<file path="config.mk">
export PLATFORM = sky130hd
export DESIGN_NAME = demux_8_1_reg
export DESIGN_NICKNAME = d
export VERILOG_FILES = /design/src/rtl/demux_8_1_reg_pkg.sv /design/src/rtl/demux_8_1_reg_slot.sv /design/src/rtl/demux_8_1_reg.sv
export SDC_FILE = /design/constraint.sdc
export NUM_CORES = 1
export LEC_CHECK = 0
export CAP_MARGIN = 5
export CORE_UTILIZATION = 25
export CTS_BUF_LIST = sky130_fd_sc_hd__clkbuf_16
export CTS_CLUSTER_DIAMETER = 30
export DETAILED_ROUTE_END_ITERATION = 10
export HOLD_SLACK_MARGIN = 0.12
export PLACE_DENSITY = 0.51
export RECOVER_POWER = 25
export SYNTH_ARGS = -nofsm -noshare
export SYNTH_HDL_FRONTEND = slang
export SYNTH_SLANG_ARGS = --single-unit
</file>
<file path="constraint.sdc">
create_clock -name clk -period 1.5 [get_ports clk]
set_input_delay 0.3 -clock clk [delete_from_list [all_inputs] [get_ports clk]]
set_output_delay 0.3 -clock clk [all_outputs]
set_load 0.01 [all_outputs]
</file>
<file path="src/rtl/demux_8_1_reg_pkg.sv">
//------------------------------------------------------------------------------
// Module      : demux_8_1_reg_pkg
// Description : Shared byte-path constants: default widths and route-select encoding.
// Revision    : 1.0 - initial release
//------------------------------------------------------------------------------
`default_nettype none

package demux_8_1_reg_pkg;

  localparam int DEFAULT_WIDTH     = 8;
  localparam int DEFAULT_CNT_WIDTH = 8;

  // S active selects channel A, matching the companion 2:1 byte mux.
  localparam logic SEL_A = 1'b1;
  localparam logic SEL_B = 1'b0;

  function automatic logic sel_is_a(input logic s);
    return s == SEL_A;
  endfunction

endpackage

`default_nettype wire

</file>
<file path="src/rtl/demux_8_1_reg_slot.sv">
//------------------------------------------------------------------------------
// Module      : demux_slot
// Description : One output channel: holding register, full flag and delivery counter.
// Revision    : 1.0 - initial release
//------------------------------------------------------------------------------
`default_nettype none

module demux_slot
  import demux_8_1_reg_pkg::*;
#(
  parameter int WIDTH     = DEFAULT_WIDTH,
  parameter int CNT_WIDTH = DEFAULT_CNT_WIDTH
) (
  input  logic                 clk,
  input  logic                 reset,
  input  logic                 i_load,
  input  logic [WIDTH-1:0]     i_value,
  input  logic                 i_ready,
  output logic [WIDTH-1:0]     o_value,
  output logic                 o_valid,
  output logic [CNT_WIDTH-1:0] o_count,
  output logic                 o_can_accept
);

  logic                 r_full;
  logic [WIDTH-1:0]     r_data;
  logic [CNT_WIDTH-1:0] r_count;
  logic                 w_drain;

  assign w_drain = r_full & i_ready;

  // A load in the same cycle as a drain keeps the slot full (back-to-back pass).
  always_ff @(posedge clk or posedge reset) begin
    if (reset) begin
      r_full  <= 1'b0;
      r_data  <= '0;
      r_count <= '0;
    end else begin
      if (i_load) begin
        r_full <= 1'b1;
        r_data <= i_value;
      end else if (w_drain) begin
        r_full <= 1'b0;
      end
      if (w_drain) begin
        r_count <= r_count + CNT_WIDTH'(1);
      end
    end
  end

  assign o_value      = r_data;
  assign o_valid      = r_full;
  assign o_count      = r_count;
  assign o_can_accept = ~r_full | i_ready;

endmodule

`default_nettype wire

</file>
<file path="src/rtl/demux_8_1_reg.sv">
//------------------------------------------------------------------------------
// Module      : demux_8_1_reg
// Description : Registered 1-to-2 byte demultiplexer with per-channel counters.
// Revision    : 1.0 - initial release
//------------------------------------------------------------------------------
`default_nettype none

module demux_8_1_reg
  import demux_8_1_reg_pkg::*;
#(
  parameter int WIDTH     = DEFAULT_WIDTH,
  parameter int CNT_WIDTH = DEFAULT_CNT_WIDTH
) (
  input  logic                 clk,
  input  logic                 reset,
  input  logic [WIDTH-1:0]     in_value,
  input  logic                 in_valid,
  output logic                 in_ready,
  input  logic                 S,
  output logic [WIDTH-1:0]     a_value,
  output logic                 a_valid,
  input  logic                 a_ready,
  output logic [WIDTH-1:0]     b_value,
  output logic                 b_valid,
  input  logic                 b_ready,
  output logic [CNT_WIDTH-1:0] a_count,
  output logic [CNT_WIDTH-1:0] b_count
);

  logic w_sel_a;
  logic w_acc;
  logic w_load_a;
  logic w_load_b;
  logic w_a_can_accept;
  logic w_b_can_accept;

  assign w_sel_a  = sel_is_a(S);
  // in_ready depends only on S and the consumer readies, never on in_valid.
  assign in_ready = w_sel_a ? w_a_can_accept : w_b_can_accept;
  assign w_acc    = in_valid & in_ready;
  assign w_load_a = w_acc & w_sel_a;
  assign w_load_b = w_acc & ~w_sel_a;

  demux_slot #(
    .WIDTH     (WIDTH),
    .CNT_WIDTH (CNT_WIDTH)
  ) u_slot_a (
    .clk          (clk),
    .reset        (reset),
    .i_load       (w_load_a),
    .i_value      (in_value),
    .i_ready      (a_ready),
    .o_value      (a_value),
    .o_valid      (a_valid),
    .o_count      (a_count),
    .o_can_accept (w_a_can_accept)
  );

  demux_slot #(
    .WIDTH     (WIDTH),
    .CNT_WIDTH (CNT_WIDTH)
  ) u_slot_b (
    .clk          (clk),
    .reset        (reset),
    .i_load       (w_load_b),
    .i_value      (in_value),
    .i_ready      (b_ready),
    .o_value      (b_value),
    .o_valid      (b_valid),
    .o_count      (b_count),
    .o_can_accept (w_b_can_accept)
  );

endmodule

`default_nettype wire

</file>
run_1/cell_classes.png
Scale: 4 px per um. Fill, decap, tap and diode cells in gray.
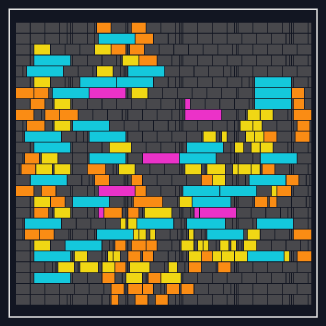
Orange is other buffers and delay cells, cells 61, share of their area 28%. Yellow is all other logic, cells 64, share of their area 26%. Magenta is clock drivers and dummy loads, cells 8, share of their area 6.4%. Cyan is flops, cells 34, share of their area 40%.
Placeable Area: 5240 um^2
Row Count: 26
final core utilization: 42.3%

run_1/pdn.png
Scale: 4 px per um. Pins as bars on the die edge.
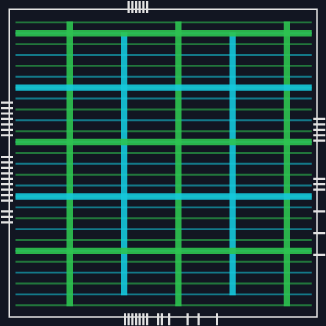
Cyan is VDD. Green is VSS.
49 signal pins sit on the boundary. 27 met1 rails follow the rows. 5 straps on met4. 5 straps on met5.
worst ir drop on vdd: 0.000520 V
Chip Width: 76.5 um
die boundary height: 76.5 um

==> results.txt, run 1 <==
The synthesis and PnR run went through. Logic gate fraction of the total cell area landed at 24.2%. The launch point of the worst min-delay path is recorded as u_slot_b.o_count[7]. By instance count after routing, the leading logic cell types are sky130_fd_sc_hd__dfrtp_1, sky130_fd_sc_hd__mux2_2, sky130_fd_sc_hd__clkdlybuf4s50_1. TritonCTS built the clock tree. STA reports a reg2reg setup slack of 60 ps. On the critical path, the stage with the largest delay is an instance of sky130_fd_sc_hd__dfrtp_1. Final count of hold timing violations landed at 0. Area of all placed cells without fillers landed at 2210 um^2.

The commonest cells after synthesis are sky130_fd_sc_hd__dfrtp_1, sky130_fd_sc_hd__mux2_2, sky130_fd_sc_hd__xnor2_1. Aggregate routed wire length landed at 2.90 mm. Average routed wire per standard cell landed at 12.2 um.

The power report lists cell-internal power as 2.30 mW. Hold timing on the final database bottoms out at a slack of 464 ps. The endpoint identified for the worst register-to-register timing path is u_slot_a.o_value[0]. By instance count, the leading cell after synthesis is sky130_fd_sc_hd__dfrtp_1. The most common logic cell in the final layout is sky130_fd_sc_hd__dfrtp_1. The flow ran to the end, and the final reports show no timing, DRC or antenna violations. Once layout is complete, the cells apart from fillers number 237. Global-route congestion overflow total landed at 0. In this run the critical register-to-register path is launched from u_slot_a.o_valid. In this run the critical path is formed by buf_4 > nand2b_4 > mux2_2 > buf_2. Fraction of area in registers landed at 38.5%. The H-tree generated during clock tree synthesis spans 2 levels. Per the post-route antenna check, the number of violating nets is 0. Global routing usage on met3 landed at 5.99%. Number of clock buffers in the layout landed at 5. The logs give a warning total of 27. There are 34 flip-flops and latches.

Overall track demand over capacity in global routing landed at 11.1%. Per STA, the highest per-stage delay on the worst path measures 350 ps. Broken down by cell family, the worst path's largest delay share belongs to flip-flops. Area occupied by registers landed at 853 um^2. The worst path uses 99.2% of the clock period. Total of endpoints with negative setup slack in the final report landed at 0. Total of flip-flops plus latches after synthesis landed at 34.

Per the final report, the share of cell area in non-clock buffers is 26.7%. Number of warnings issued by yosys landed at 0. Sequential element share of the synthesized area landed at 61.3%. The number of global-route vias before repair is 1029. Residual DRC count landed at 0. The initial antenna violation count is 0.

Post-synthesis cell type count landed at 19. STA reports the tightest min-delay check as being of type reg2reg. Per-cell via count in the routed design landed at 4.19. Power per cell area landed at 1460 nW/um^2.

Number of buffers inserted by port buffering landed at 48. Half-perimeter wire length after placement landed at 2.07 mm. Yosys attributes the largest share of cell area to sky130_fd_sc_hd__dfrtp_1, sky130_fd_sc_hd__mux2_2, sky130_fd_sc_hd__xnor2_1. Number of fillers in the final layout landed at 501. Data on the critical path arrives at its endpoint at 1190 ps. Clock period minus worst slack landed at 1490 ps. In this run the clock root is driven by a sky130_fd_sc_hd__clkbuf_16. Buffers inserted during clock tree synthesis total 5. Overall die area landed at 5860 um^2.

Placed instance count landed at 226. Looking at the critical path, the highest net fanout was 2. Summing all multiplexer cells gives an area fraction of 15.4%. STA puts the critical path data required time at 1200 ps. In this run the post-CTS setup repair buffer count came out at 2.

The routed design uses 1.40 mm of met2 wire. Clock slew seen by the registers of the worst setup and hold paths landed at 50 ps. Wire length of the first global-routing pass landed at 5.02 mm. Top cell type's share of synthesized area landed at 61.3%.

After synthesis the cells add up to 1390 um^2. Fraction of area in clock buffers and inverters landed at 6.16%. Looking at the group totals, the largest power group turns out to be registers. Setup repair after global routing could not meet its margin everywhere.

Layout overhead on the synthesized area landed at 59.5%. The synthesis report gives the async set-or-reset register share as 100%. In the final routing, the length of wire on met1 measures 1.30 mm. Floorplan-stage core utilization landed at 26.5%. Each instance of the synthesized netlist takes up on average 13.9 um^2. Total I/O pin count landed at 49.

Number of cells produced by synthesis landed at 100. In the synthesis report, Yosys lists the chip area as 1390 um^2. Number of max-cap violations landed at 0. Count of final max-slew check failures landed at 0. Total power landed at 3.22 mW.

Sequential-cell power consumption landed at 1.36 mW. All stages included, the depth of the critical timing path comes to 4. Once placement finished, the instance area stood at 2050 um^2.

Synthesized netlist net count landed at 116. Switching power landed at 927 uW. At the end of routability-driven placement, the weighted congestion stood at 0.803. Largest net degree at the start of global routing landed at 35. Number of buffers other than clock buffers in the final layout landed at 61. Total number of multi-input combinational cells landed at 61.

The number of antenna diodes in the final layout is 0.
run_1/clock_map.png
Scale: 8 px per um.
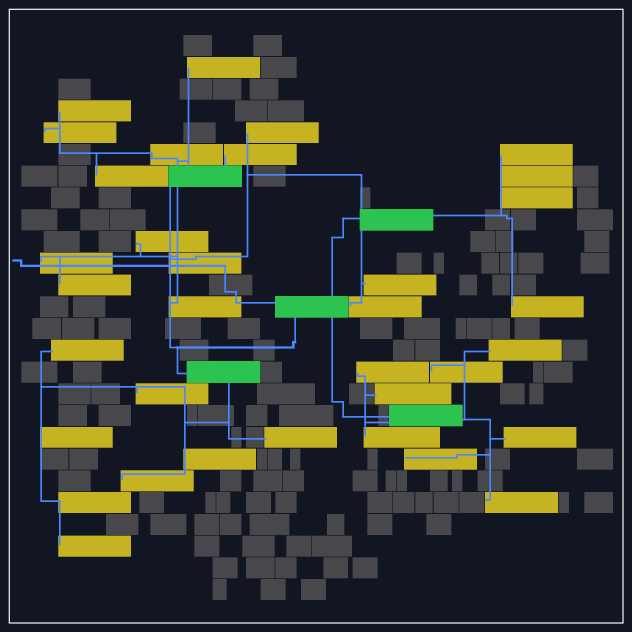
Yellow is flip-flops, count 34. Blue is clock wires, length 455 um. Green is cells driving clock nets, count 5.
There are 6 routed clock nets.

run_1/final_placement.png
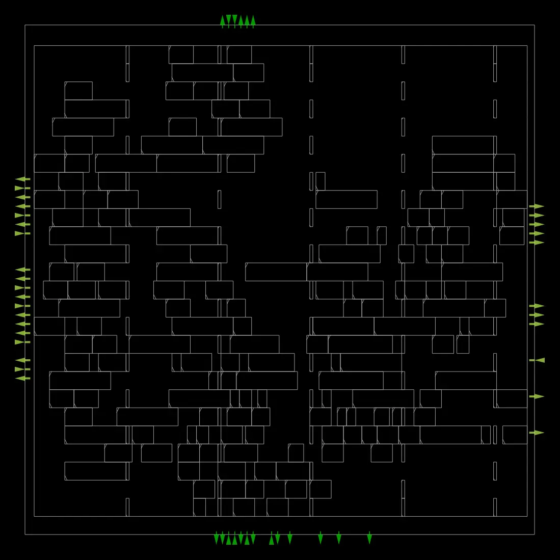

==> inputs of run 2 (changes only) <==
- CTS_BUF_LIST: sky130_fd_sc_hd__clkbuf_16 -> not set
run_2/final_placement.png
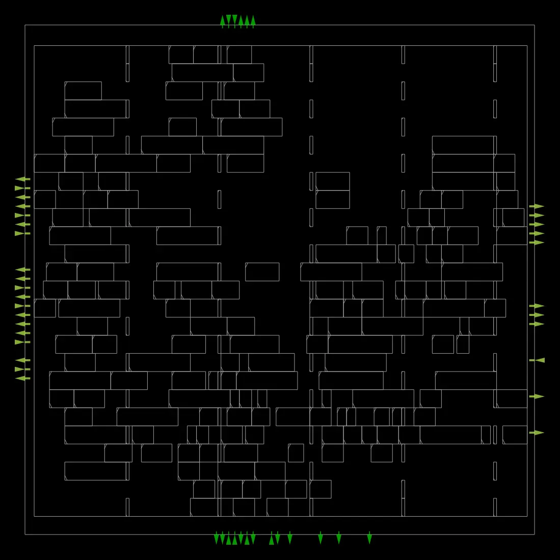
share of the final layout cell area in sequential cells: 38.1%
Well-Tap Cells: 70
fillcell total: 501
final core utilization: 42.7%

run_2/pdn.png
Scale: 4 px per um. Pins as bars on the die edge.
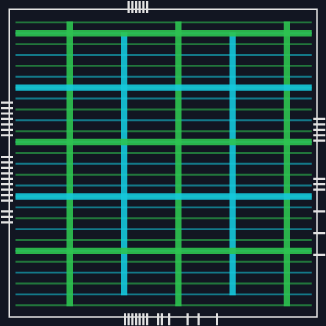
Cyan is VDD. Green is VSS.
27 met1 rails follow the rows. 5 straps on met5. 49 signal pins sit on the boundary.
worst ir drop on vdd: 0.000525 V

==> results.txt, run 2 <==
The synthesis and PnR run went through. The report counts max-capacitance violations totalling 0. Setup repair after global routing could not meet its margin everywhere. The placement summary gives the final routability congestion estimate as 0.803. The kind of cell with the highest combined delay along the critical path is flip-flops. After clock tree synthesis, the flow added hold-fix buffers numbering 0. Number of cells upsized or downsized after cts landed at 32. Sequential cell count landed at 34. Note that the worst hold path type here is reg2reg.

Sorting the synthesized cells by how often they occur yields sky130_fd_sc_hd__dfrtp_1, sky130_fd_sc_hd__mux2_2, sky130_fd_sc_hd__xnor2_1. Wire length of the first global-routing pass landed at 5.00 mm. Total setup buffers inserted after CTS landed at 4. The layout has 61 buffers outside the clock class. Smallest hold slack landed at 465 ps.

Per the GRT log, the top usage layer is met2. On the critical path the data arrives at 1180 ps. The clock network power reported by the tool is 776 uW. Total number of multi-input combinational cells landed at 61.

The leakage power in the latest report is 1.18 nW. Sequential element share of the synthesized area landed at 61.3%. Post-synthesis async set-or-reset flop share landed at 100%. Number of clock buffers in the layout landed at 8. Entering global routing, the biggest net connects 35 pins.

In the final layout, multi-input gates take up 25.3% of the cell area. Between the synthesized netlist and the finished layout, the area growth was recorded as 61.1%. Across the whole layout, storage elements account for 853 um^2.

Post-route period utilization is reported as 98.8%. Sorting the synthesis cell report by count puts at the top sky130_fd_sc_hd__dfrtp_1. By area, the combinational part of the netlist is dominated by multiplexers. Cell area after synthesis landed at 1390 um^2.

Count of final max-slew check failures landed at 0. The top cell types in the final layout, fill and taps aside, are sky130_fd_sc_hd__dfrtp_1, sky130_fd_sc_hd__dlygate4sd2_1, sky130_fd_sc_hd__dlymetal6s2s_1. Met1 layer wirelength in the final routing landed at 1.27 mm. Non-clock buffer contribution to total cell area landed at 27.2%. Sequential-cell power consumption landed at 1.34 mW.

Total CTS buffers landed at 5. Per the post-synthesis stats, the area per cell is 13.9 um^2. Clock-pin slew was measured on the worst setup and hold paths at 70 ps. Post-synthesis cell type count landed at 19.

The report shows a maximum critical-path fanout of 2. TritonCTS built the clock tree. Number of cells produced by synthesis landed at 100. Per the area breakdown, the dominant cell category is sequential cells. Summed over all layers, the routed wires come to 2.87 mm. After synthesis, the chip area reported by Yosys is 1390 um^2. After synthesis, the share of cell area in mux cells is 15.4%. The design draws 3.09 mW. Global-route congestion overflow total landed at 0. Core area landed at 5240 um^2.

Per the detail_route report, routed wire per instance is 12.1 um. Global routing usage on met3 landed at 5.63%. Total of flip-flops plus latches after synthesis landed at 34.

Measured along the x axis, the die boundary spans 76.5 um. Final setup slack of the worst path landed at 18.1 ps. Initial antenna violation count landed at 0. Power dissipated in combinational cells landed at 966 uW.

Largest stage delay on the critical path landed at 370 ps. The violation tally recorded at the end of detailed-routing iteration 0 is 24. Number of warnings in the stage logs landed at 28. Synthesis produced a netlist with a net count of 116. Net switching share of the total power landed at 29.1%. Overall track demand over capacity in global routing landed at 11.0%.

Half-perimeter wire length after placement landed at 2.07 mm. Sequential fraction of design power landed at 43.5%. The capture point of the worst register-to-register path is recorded as u_slot_a.o_value[4].

STA lists the startpoint of the worst register-to-register path as u_slot_a.o_valid. Total of endpoints with negative setup slack in the final report landed at 0. Sorting the synthesized cells by area gives the leading types as sky130_fd_sc_hd__dfrtp_1, sky130_fd_sc_hd__mux2_2, sky130_fd_sc_hd__xnor2_1. Number of diodes landed at 0. Top cell type's share of synthesized area landed at 61.3%.

Overall die area landed at 5860 um^2. Before antenna repair, the detailed router went through 2 iterations. Switching power landed at 897 uW. The initial utilization of the core area, before any placement, comes to 26.5%. As logged by OpenROAD, the buffers inserted on ports number 48.

Number of non-clock inverters landed at 3. Per the detail_route report, vias per standard cell equal 4.20. In this run the cell area measured after placement is 2050 um^2. Measured in cells, the most critical reg-to-reg path has a length of 6. By instance count after routing, the leading logic cell type is sky130_fd_sc_hd__dfrtp_1.

Critical path depth in cells landed at 4. The worst-case reg-to-reg setup slack stands at 60 ps. The worst path needs 1480 ps of the cycle, external delays included.

Power spread over the standard cell area amounts to 1380 nW/um^2. Final count of hold timing violations landed at 0. Among all stages on the critical path, the largest delay is contributed by sky130_fd_sc_hd__dfrtp_1. Internal power comes to 2.19 mW. For reference, full adder, half adder and majority cells occupy 1.80% of the area reported after synthesis. In this run the remaining antenna-violating nets after routing total 0. Per the detail_route log, met3 wirelength is 256 um.

The run finished with clean final reports. Critical path required time landed at 1200 ps. Summed over all failing endpoints, the final setup total negative slack is 0 ps.

XOR/XNOR share of the synthesized area landed at 8.83%. In this run the worst setup path terminates at in_ready. Number of global-route vias before repair landed at 1039. Traced cell by cell, the critical path runs through buf_6 > nand2b_4 > mux2_4 > buf_6. Total I/O pin count landed at 49.

Together, buffers and inverters on the worst path number 2. Per the detail_route log, met2 wirelength is 1.33 mm. In this run the core area contains 26 standard-cell rows.

Overall die height landed at 76.5 um. The biggest slice of the total power is consumed by registers. The detailed placer reported the number of placed instances as 226.

Residual DRC count landed at 0. The layout stage reports a final design area of 2240 um^2. The root buffer cell chosen for the clock tree is sky130_fd_sc_hd__clkbuf_8. Number of warnings issued by yosys landed at 0. Counting instances, the worst hold path has a depth of 1. The worst hold path begins at u_slot_b.o_count[7]. Number of H-tree levels landed at 2. Leaving out filler cells and counting taps, the final layout contains 237. Fraction of area in clock buffers and inverters landed at 4.92%.
Power is estimated from default activity; no workload was simulated.
